Run 1, placement density heat map:
The die is cut into 9 by 9 equal tiles; black is low, pale yellow is high, 0 to 100% covered.
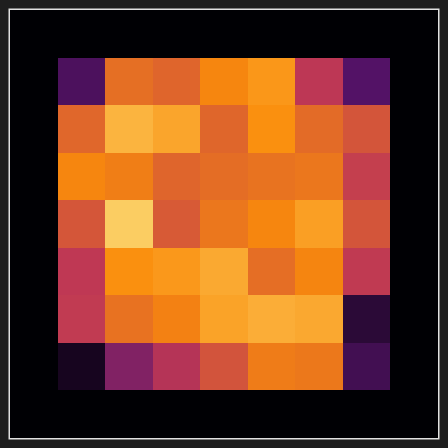
Run 1, placed cells, one color a class:
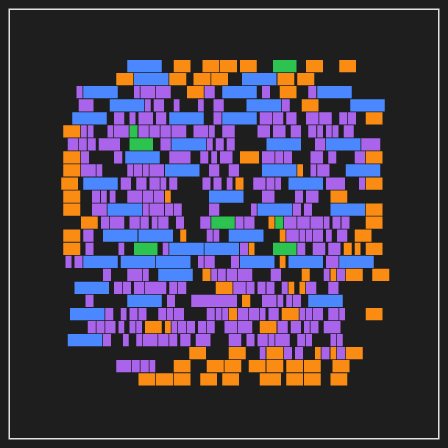
Run 1, drive-strength map:
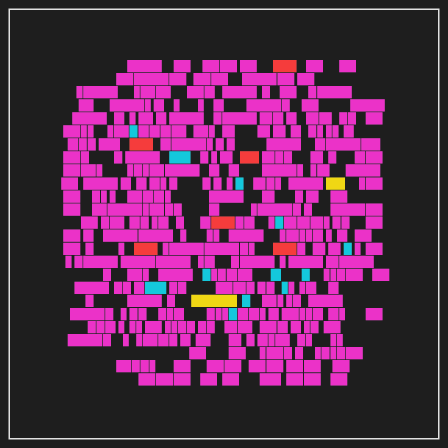
Run 1, where the registers sit:
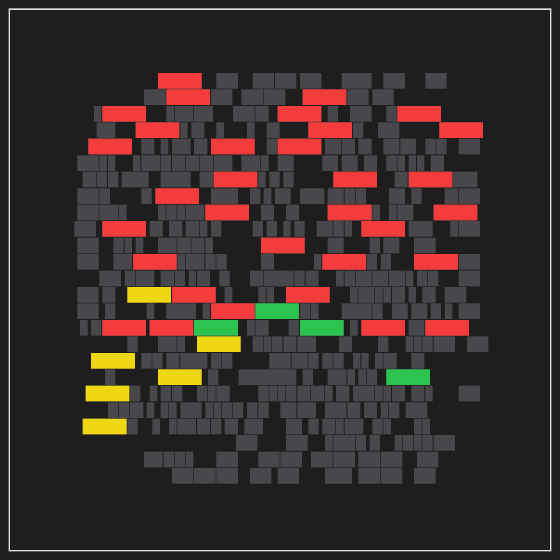
==> config.mk <==
export PLATFORM = sky130hd
export DESIGN_NAME = multicycle_control
export DESIGN_NICKNAME = d
export VERILOG_FILES = /design/src/rtl/mc_pkg.sv /design/src/rtl/mc_output_decode.sv /design/src/rtl/multicycle_control.sv
export SDC_FILE = /design/constraint.sdc
export NUM_CORES = 1
export LEC_CHECK = 0
export CORE_MARGIN = 10
export CORE_UTILIZATION = 48
export CTS_CLUSTER_DIAMETER = 30
export DETAILED_ROUTE_END_ITERATION = 7
export GPL_ROUTABILITY_DRIVEN = 0
export GPL_TIMING_DRIVEN = 0
export PLACE_DENSITY = 0.77
export SETUP_SLACK_MARGIN = 0.02
export SLEW_MARGIN = 15
export SYNTH_ARGS = -nofsm -noshare
export SYNTH_HDL_FRONTEND = slang
export SYNTH_SLANG_ARGS = --single-unit
==> constraint.sdc <==
create_clock -name clk -period 2.85 [get_ports clk]
set_clock_uncertainty 0.2 [all_clocks]
set_input_delay 0.285 -clock clk [delete_from_list [all_inputs] [get_ports clk]]
set_output_delay 0.285 -clock clk [all_outputs]
set_load 0.01 [all_outputs]
==> impl_metrics.yaml <==
# generated from flow reports
timing:
  rsz0062_at_grt: "false"
  tightest_slew_ns: 0.5693
  max_freq_mhz: 375.8
  finalSetupTns_ns: 0
  fin_crit_sh: 0.9337
  fin_crit_ns: 2.661
pwr:
  ir_drop_v: 0.0002896
  p_leak_nw: 0.9846
  powerDensity_mw_per_mm2: 365.8
drt:
  via_per_inst: 5.820
  wl_per_cell_um: 15.89
  drtIter0Drc: 122
  detail-route-antenna-nets: 0
  num_vias: 2462
worst_setup_path:
  path_class: "reg2out"
  cp-end-kind: "output pin"
  arrival_ns: 2.18
  ff2ff_setup_slack_ns: 0.29
  crit_slowest_cell: "clkdlybuf4s50_1"
place:
  io_buffer_count: 60
  placedCellCount: 416
  dp_hpwl_mm: 5.069
logic_synthesis:
  yosys.area.top_type: "dfxtp_1"
  ys_area_mm2: 0.002300
  post_synth.cell_area_avg_um2: 7.615
  edf_count: 0
  syn_inst: 302
  top_cell_area_share: 0.3656
  synth_stat.cells: 302
  netlist_area_mm2: 0.002300
  flop_cell: "dfxtp_1"
  yosysSeqAreaShare: 0.3656
  yosys_register_bits: 42
global_routing:
  grtUsageMet3: 0.04193
  busiest_layer: "met2"
  grt_max_degree: 13
finish:
  final_cell_count_no_fill: 423
  n_antenna_cell: 0
  final_nets: 380
  largest_reg_flops: 32
  lay_top_count: "clkdlybuf4s50_1"
  fill_cells: 429
clock_tree:
  clock_sinks: 42
  postCtsSetupBuffers: 0
  htreeDepth: 2
  clkLatencyLatePin_ns: 0.30
  cts_buffers: 5
  post_cts_resized: 0
  cts-root-buf: "clkbuf_8"
  clkTransAtPathRegs_ns: 0.07
outcome:
  status: "finished, final reports clean"
hold_path:
  hold-path-cell-count: 3
die:
  fp.dieH_um: 89.22
  boundaryPins: 62
-- 'placement density heat map' (at the start) --
40% of the tiles are nearly empty. The densest ninth of the die: center. The fullest tile reaches 89%.
Final Util: 0.6517
Initial Util: 0.4901
Core Box Area: 0.004692 mm²

-- 'placed cells, one color a class' (at the start) --
Key: remaining logic cells = purple [cells 239, share of their area 46%]; remaining buffers and delay cells = orange [cells 81, share of their area 23%]; sequential cells = blue [cells 42, share of their area 28%]; clock drivers and dummy loads = green [cells 7, share of their area 2.6%]
FP Rows: 25
Seq/total area: 0.2750

-- 'drive-strength map' (at the start) --
Key: x6 and larger = red [cells 6]; x2 = cyan [cells 12]; x3 and x4 = yellow [cells 2]; x1 and smaller = magenta [cells 349]
Setup WS post-layout: 0.1890 ns
Area Growth Syn to Fin: 32.97%

-- 'where the registers sit' (at the start) --
Key: op_q = yellow [flops 6]; retired = red [flops 32]; state = green [flops 4, where center]
Seq power: 0.605 mW
Register Area: 840.8 µm²

-- run 1: cell usage after synthesis (4+ instances only) --
cell type,count
o31ai_1,10
nor4_1,6
a21oi_1,33
buf_2,4
clkbuf_1,15
nand2_1,29
xor2_1,13
or3_1,9
or4_1,10
dfxtp_1,42
nand3_1,10
nand2b_1,6
nor3_1,14
nor2_1,32
and3_1,6
nand4_1,14
o21ai_0,17
-- run 1: report_power, final --
group | switching (mW) | leakage [nW] | internal [mW] | total [mW]
logic | 0.0840 | 0.602 | 0.0641 | 0.148
clock network | 0.201 | 0.0438 | 0.164 | 0.366
registers | 0.00923 | 0.339 | 0.596 | 0.605
total | 0.294 | 0.985 | 0.824 | 1.12
-- run 1: cell type report --
type / instances / share of cell area
Buffer: 21 / 0.03069
Timing Repair Buffer: 60 / 0.1972
Sequential cell: 42 / 0.2750
Tap cell: 54 / 0.02209
Inverter: 4 / 0.004910
Clock inverter: 2 / 0.003273
Clock buffer: 5 / 0.02250
Multi-Input combinational cell: 235 / 0.4444
-- run 1: worst max-delay path, delay by kind of cell, from the launching register on --
kind,cells,cell delay (ns)
flops,1,0.35
simple gates,2,0.23
buf+inv,3,1.11
compound gates,1,0.19
-- run 1: routing by layer --
metal | up-vias | share of wire | routed length (µm)
met5 | - | 0 | 0
met4 | 0 | 0.014 | 95
met3 | 7 | 0.070 | 473
met2 | 66 | 0.49 | 3262
met1 | 1149 | 0.43 | 2889
li1 | 1240 | - | -
-- run 1: through the flow --
stage	utilization	worst slack [ns]	instance area [µm²]	hold slack [ns]	power, mW
3_5_place_dp	0.6325	0.1295	2968	0.2696	0.7652
3_3_place_gp	0.6325	0.1360	2968	0.2600	0.7641
5_1_grt	0.6517	0.08073	3058	0.1632	1.167
6_report	0.6517	0.1890	3058	0.1453	1.119
2_1_floorplan	-	0.6059	2300	0.2210	0.6987
4_1_cts	0.6493	0.07864	3047	0.1285	1.125
-- run 1: logic make-up (layout without fill, tap and decap cells) --
group	Yosys count	count (layout)	share of synthesized area
buf+inv	25	92	0.04624
simple gates	148	148	0.3368
compound gates	70	70	0.1839
mux	1	1	0.004896
flops	42	42	0.3656
fa+ha+maj	1	1	0.005440
xor+xnor	15	15	0.05713
Power and IR drop assume default switching activity.
